--- src/rtl/player_painter.sv ---
// Player sprite painter: per-frame erase / physics update / redraw into the framebuffer write port.
// Optional `PLAYER_PAINTER_OUTLINE_EN draws the sprite border with palette 2.
module player_painter #(
  parameter int PLAYER_X = 100,
  parameter int PLAYER_W = 32,
  parameter int PLAYER_H = 64,
  parameter int DUCK_H   = 32,
  parameter int GROUND_Y = 400,
  parameter int JUMP_V0  = 20,
  parameter int GRAVITY  = 1
) (
  input  logic        clk_33m,
  input  logic        rst,
  input  logic        frame_tick,
  input  logic        jumping,
  input  logic        ducking,
  output logic        write_en,
  output logic [10:0] write_x,
  output logic [10:0] write_y,
  output logic [1:0]  write_palette,
  output logic        busy,
  output logic [10:0] height,
  output logic        overrun
);

  typedef enum logic [1:0] {IDLE, ERASE, UPDATE, DRAW} state_t;

  state_t             state_q, state_d;
  logic [1:0]         jump_sync_q, duck_sync_q;
  logic               jump_s, duck_s;
  logic [10:0]        cx_q, cx_d, cy_q, cy_d;
  logic [10:0]        top_q, top_d, boxh_q, boxh_d;
  logic [10:0]        height_q, height_d;
  logic signed [7:0]  v_q, v_d;
  logic               duck_q, duck_d, overrun_q, overrun_d;
  logic               wen_q, wen_d;
  logic [10:0]        wx_q, wx_d, wy_q, wy_d;
  logic [1:0]         wpal_q, wpal_d;

  logic [10:0]        cur_h, cur_top, new_h, new_top, nx, ny;
  logic               last_col, last_px;
  logic signed [12:0] sum;
  logic [1:0]         pal_first, pal_adv;

  assign jump_s = jump_sync_q[1];
  assign duck_s = duck_sync_q[1];

  always_comb begin
    cur_h    = duck_q ? 11'(DUCK_H) : 11'(PLAYER_H);
    cur_top  = 11'(12'(GROUND_Y) - {1'b0, height_q} - {1'b0, cur_h});
    last_col = (cx_q == 11'(PLAYER_W - 1));
    last_px  = last_col && (cy_q == boxh_q - 11'd1);
    nx       = last_col ? 11'd0 : cx_q + 11'd1;
    ny       = last_col ? cy_q + 11'd1 : cy_q;
    sum      = $signed({2'b00, height_q}) + $signed({{5{v_q[7]}}, v_q});
`ifdef PLAYER_PAINTER_OUTLINE_EN
    pal_first = 2'd2;
    pal_adv   = (nx == 11'd0 || nx == 11'(PLAYER_W - 1) || ny == 11'd0 || ny == boxh_q - 11'd1)
                ? 2'd2 : 2'd1;
`else
    pal_first = 2'd1;
    pal_adv   = 2'd1;
`endif
  end

  always_comb begin
    state_d   = state_q;
    cx_d      = cx_q;
    cy_d      = cy_q;
    top_d     = top_q;
    boxh_d    = boxh_q;
    height_d  = height_q;
    v_d       = v_q;
    duck_d    = duck_q;
    wen_d     = 1'b0;
    wx_d      = wx_q;
    wy_d      = wy_q;
    wpal_d    = wpal_q;
    new_h     = 11'(PLAYER_H);
    new_top   = 11'd0;
    overrun_d = overrun_q | (frame_tick & (state_q != IDLE));
    case (state_q)
      IDLE: begin
        if (frame_tick) begin
          state_d = ERASE;
          top_d   = cur_top;
          boxh_d  = cur_h;
          cx_d    = 11'd0;
          cy_d    = 11'd0;
          wen_d   = 1'b1;
          wx_d    = 11'(PLAYER_X);
          wy_d    = cur_top;
          wpal_d  = 2'd0;
        end
      end
      ERASE, DRAW: begin
        if (last_px) begin
          state_d = (state_q == ERASE) ? UPDATE : IDLE;
        end else begin
          cx_d   = nx;
          cy_d   = ny;
          wen_d  = 1'b1;
          wx_d   = 11'(PLAYER_X) + nx;
          wy_d   = top_q + ny;
          wpal_d = (state_q == ERASE) ? 2'd0 : pal_adv;
        end
      end
      UPDATE: begin
        if (height_q == 11'd0) begin
          if (jump_s) begin
            height_d = 11'(JUMP_V0);
            v_d      = 8'(JUMP_V0 - GRAVITY);
          end
        end else if (sum <= 13'sd0) begin
          height_d = 11'd0;
          v_d      = 8'sd0;
        end else begin
          height_d = sum[10:0];
          v_d      = v_q - 8'(GRAVITY);
        end
        // Ducking only sticks while grounded; a jump request overrides it.
        duck_d  = (height_d == 11'd0) && duck_s && !jump_s;
        new_h   = duck_d ? 11'(DUCK_H) : 11'(PLAYER_H);
        new_top = 11'(12'(GROUND_Y) - {1'b0, height_d} - {1'b0, new_h});
        state_d = DRAW;
        top_d   = new_top;
        boxh_d  = new_h;
        cx_d    = 11'd0;
        cy_d    = 11'd0;
        wen_d   = 1'b1;
        wx_d    = 11'(PLAYER_X);
        wy_d    = new_top;
        wpal_d  = pal_first;
      end
      default: state_d = IDLE;
    endcase
  end

  always_ff @(posedge clk_33m or posedge rst) begin
    if (rst) begin
      state_q     <= IDLE;
      jump_sync_q <= 2'b00;
      duck_sync_q <= 2'b00;
      cx_q        <= 11'd0;
      cy_q        <= 11'd0;
      top_q       <= 11'(GROUND_Y - PLAYER_H);
      boxh_q      <= 11'(PLAYER_H);
      height_q    <= 11'd0;
      v_q         <= 8'sd0;
      duck_q      <= 1'b0;
      overrun_q   <= 1'b0;
      wen_q       <= 1'b0;
      wx_q        <= 11'd0;
      wy_q        <= 11'd0;
      wpal_q      <= 2'd0;
    end else begin
      state_q     <= state_d;
      jump_sync_q <= {jump_sync_q[0], jumping};
      duck_sync_q <= {duck_sync_q[0], ducking};
      cx_q        <= cx_d;
      cy_q        <= cy_d;
      top_q       <= top_d;
      boxh_q      <= boxh_d;
      height_q    <= height_d;
      v_q         <= v_d;
      duck_q      <= duck_d;
      overrun_q   <= overrun_d;
      wen_q       <= wen_d;
      wx_q        <= wx_d;
      wy_q        <= wy_d;
      wpal_q      <= wpal_d;
    end
  end

  assign write_en      = wen_q;
  assign write_x       = wx_q;
  assign write_y       = wy_q;
  assign write_palette = wpal_q;
  assign busy          = (state_q != IDLE);
  assign height        = height_q;
  assign overrun       = overrun_q;

endmodule

--- config.mk ---
export PLATFORM = sky130hd
export DESIGN_NAME = player_painter
export DESIGN_NICKNAME = d
export VERILOG_FILES = /design/src/rtl/player_painter.sv
export SDC_FILE = /design/constraint.sdc
export NUM_CORES = 1
export LEC_CHECK = 0
export ABC_AREA = 1
export CORE_UTILIZATION = 45
export DETAILED_ROUTE_END_ITERATION = 8
export GPL_TIMING_DRIVEN = 0
export HOLD_SLACK_MARGIN = 0.12
export PLACE_DENSITY = 0.71
export SLEW_MARGIN = 20
export SYNTH_ARGS = -nofsm -noshare
export SYNTH_HDL_FRONTEND = slang
export SYNTH_SLANG_ARGS = --single-unit
--- constraint.sdc ---
create_clock -name clk_33m -period 10.95 [get_ports clk_33m]
set_input_delay 2.7375 -clock clk_33m [delete_from_list [all_inputs] [get_ports clk_33m]]
set_output_delay 2.7375 -clock clk_33m [all_outputs]
set_load 0.03 [all_outputs]
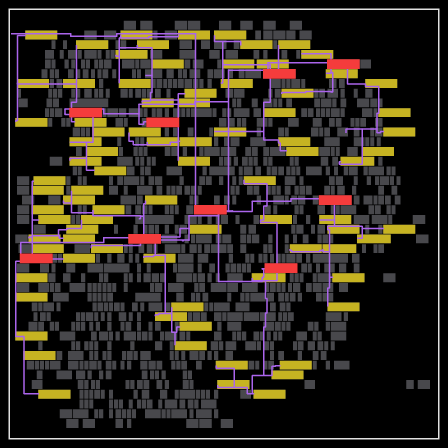
Figure 1: clock wires, drivers and flops.
- red: clock drivers (count 9)
- purple: clock wires (length 1190 um)
- yellow: flip-flops (count 84)
- routed clock nets: 10
- flops lie: spread over the die

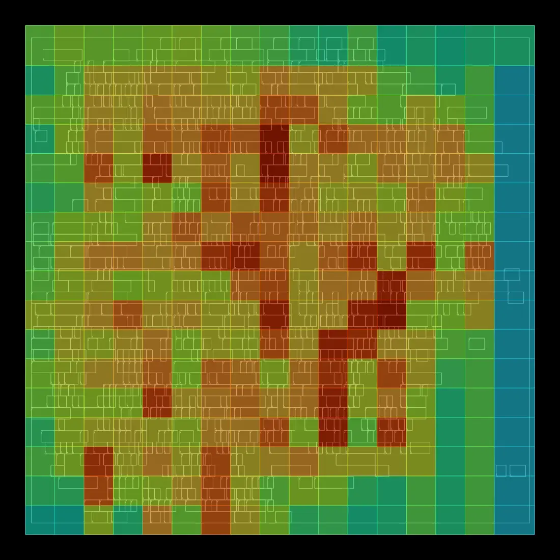
Figure 2: congestion heat map.
mean routed wirelength per cell: 15.09 um
Global Route met1 Usage: 0.3637

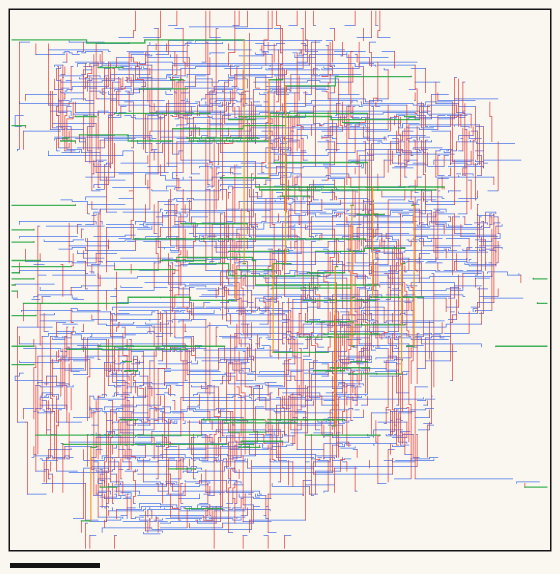
Figure 3: wiring by layer.
The bar under the picture is 20 um long.
- orange: metal 4 (wire length 301 um)
- blue: metal 1 (wire length 8190 um)
- green: metal 3 (wire length 1160 um)
- red: metal 2 (wire length 7040 um)

==> results.md <==
| Result | Value | Unit |
|:---|:---|:---|
| Clock Skews | 0.008971 | ns |
| Root Buffer | clkbuf_16 | - |
| Compound-Gate Fraction of Synth Area | 0.1379 | - |
| Critical path capture point type | primary output | - |
| Pwr Total | 2.403 | mW |
| Slack of the critical path | 5.124 | ns |
| Data arrival at the endpoint of the critical path | 3.09 | ns |
| Share of synthesized cell area in and, or, nand and nor gates | 0.2894 | - |
| Number of vias in the routed layout | 5807 | - |
| WHS Endpoint | duck_sync_q[1] | - |
| Post-Synth XOR/XNOR Area | 0.03503 | - |
| GP Congestion | 0.9112 | - |
| Num CTS Buffers | 9 | - |
| Top FF cell, synth | dfrtp_1 | - |
| Clk Latency, worst-skew pair | 0.36 | ns |
| Start point of the critical path | state_q[0] | - |
| Clk pwr share | 0.143 | - |
| Top non-seq family | simple AND/OR/NAND/NOR gates | - |
| Violation tally from detailed-route iteration zero | 371 | - |
| Antenna violations before repair | 0 | - |
| Comb pwr share | 0.651 | - |
| Antenna fix cells | 0 | - |
| Worst-case setup slack after placement | 5.572 | ns |
| Commonest cells after routing, fill and taps aside | 219 x nand2_1, 124 x inv_1, 80 x dfrtp_1 | - |
| Top-level port count | 43 | - |
| Data required time at the worst endpoint | 8.21 | ns |
| Least-Margin Pin Slew | 0.7836 | ns |
| Synthesis warning total | 0 | - |
| Tool warning count | 33 | - |
| Post-synthesis sequential area ratio | 0.3371 | - |
| Run status | finished clean | - |
| Post-synthesis async set-or-reset flop share | 1.000 | - |
| Clock Sinks | 84 | - |
| Max clock buf depth | 2 | - |
| Accumulated negative setup slack | 0 | ns |
| Cell with the largest stage delay on the worst path | clkdlybuf4s50_1 | - |
| Peak ir drop on the vdd network | 0.2574 | mV |
| Crit path launch type | register | - |
| Final core utilization | 0.5406 | - |
| RR Endpoint | write_y[9] | - |
| PortBufs | 41 | - |
| DRC Markers | 0 | - |
| Fmax | 171.6 | MHz |
| Total routed wirelength | 16690 | um |
| Maximum level of the CTS H-tree | 3 | - |
| End point of the critical path | busy | - |
| Post CTS Setup Buffer Count | 0 | - |
| Launching point of the worst reg2reg path | height[0] | - |
| Switching pwr | 1.241 | mW |
| R2R depth | 31 | - |
| Switch share | 0.5164 | - |
| Core area | 0.01340 | mm2 |
| Clock transition time at the flip-flop clock pins of the worst setup and hold paths | 0.06 | ns |
| Setup violation total in the final timing report | 0 | - |
| Summed standard-cell area reported by yosys | 0.006251 | mm2 |
| Share of cells above drive strength 1 | 0.07527 | - |
| CP delay by family, top | buffers and inverters | - |
| Unrepaired setup endpoints after global routing | no | - |
| Leak | 3.677 | nW |
| Die width | 119.9 | um |
| Die Area | 0.01437 | mm2 |
| Global-route wire length before repair | 27810 | um |
| Hold violation count in the final report | 0 | - |
| Via-per-instance ratio | 5.250 | - |
| Y dimension of the die | 119.9 | um |
| Maximum number of pins on one net before global-route repair | 47 | - |
| Worst hold path type | reg2reg | - |
| Max-slew violation count | 0 | - |
| Flip-flops with a built-in enable | 0 | - |
| Crit path depth | 7 | - |
routing by layer:
metal | global-route usage | part of all wire | vias to the layer above
li1 | - | - | 2951
met1 | 0.3637 | 0.49 | 2663
met2 | 0.3721 | 0.42 | 169
met3 | 0.04848 | 0.070 | 24
met4 | 0.06563 | 0.018 | 0
met5 | 0 | 0 | -
cell type report:
| type | instances | area, um2 | area share |
|---|---|---|---|
| sequential | 84 | 2107 | 0.2908 |
| clock inverter | 6 | 93.84 | 0.01295 |
| tap | 176 | 220.2 | 0.03040 |
| buffer | 17 | 81.33 | 0.01123 |
| timing repair buffer | 42 | 437.9 | 0.06045 |
| multi-input combinational | 637 | 3560 | 0.4914 |
| clock buffer | 10 | 239.0 | 0.03299 |
| inverter | 134 | 505.5 | 0.06978 |
power groups by stage:
stage,clock network [mW],logic (mW),registers [mW]
after global routing,0.362,1.75,0.506
after detailed placement,0,1.53,0.499
after CTS,0.348,1.55,0.495
after floorplan,0,1.04,0.558
after global placement,0,1.51,0.498
final,0.345,1.56,0.495
synthesized netlist by cell type (5+ instances only):
| master | instances |
|---|---|
| or2_2 | 6 |
| a31oi_1 | 12 |
| xor2_1 | 21 |
| clkbuf_1 | 9 |
| inv_2 | 7 |
| o31ai_1 | 5 |
| a21oi_1 | 36 |
| dfrtp_1 | 80 |
| nor3_1 | 11 |
| nand4_1 | 10 |
| o21ai_0 | 50 |
| nand2_1 | 219 |
| nand2_2 | 11 |
| inv_1 | 125 |
| o22ai_1 | 23 |
| nand3_1 | 58 |
| nor2_1 | 78 |
| ha_1 | 50 |
through the flow:
step                      instances  instance area (um2)  hold WS (ns)
after floorplan                 872                 6251        0.3312
after global placement         1089                 6882        0.3360
after detailed placement       1090                 6912        0.3355
after CTS                      1106                 7244        0.3501
after global routing           1106                 7244        0.3656
final                          1106                 7244        0.3478
Power is estimated from default activity; no workload was simulated.
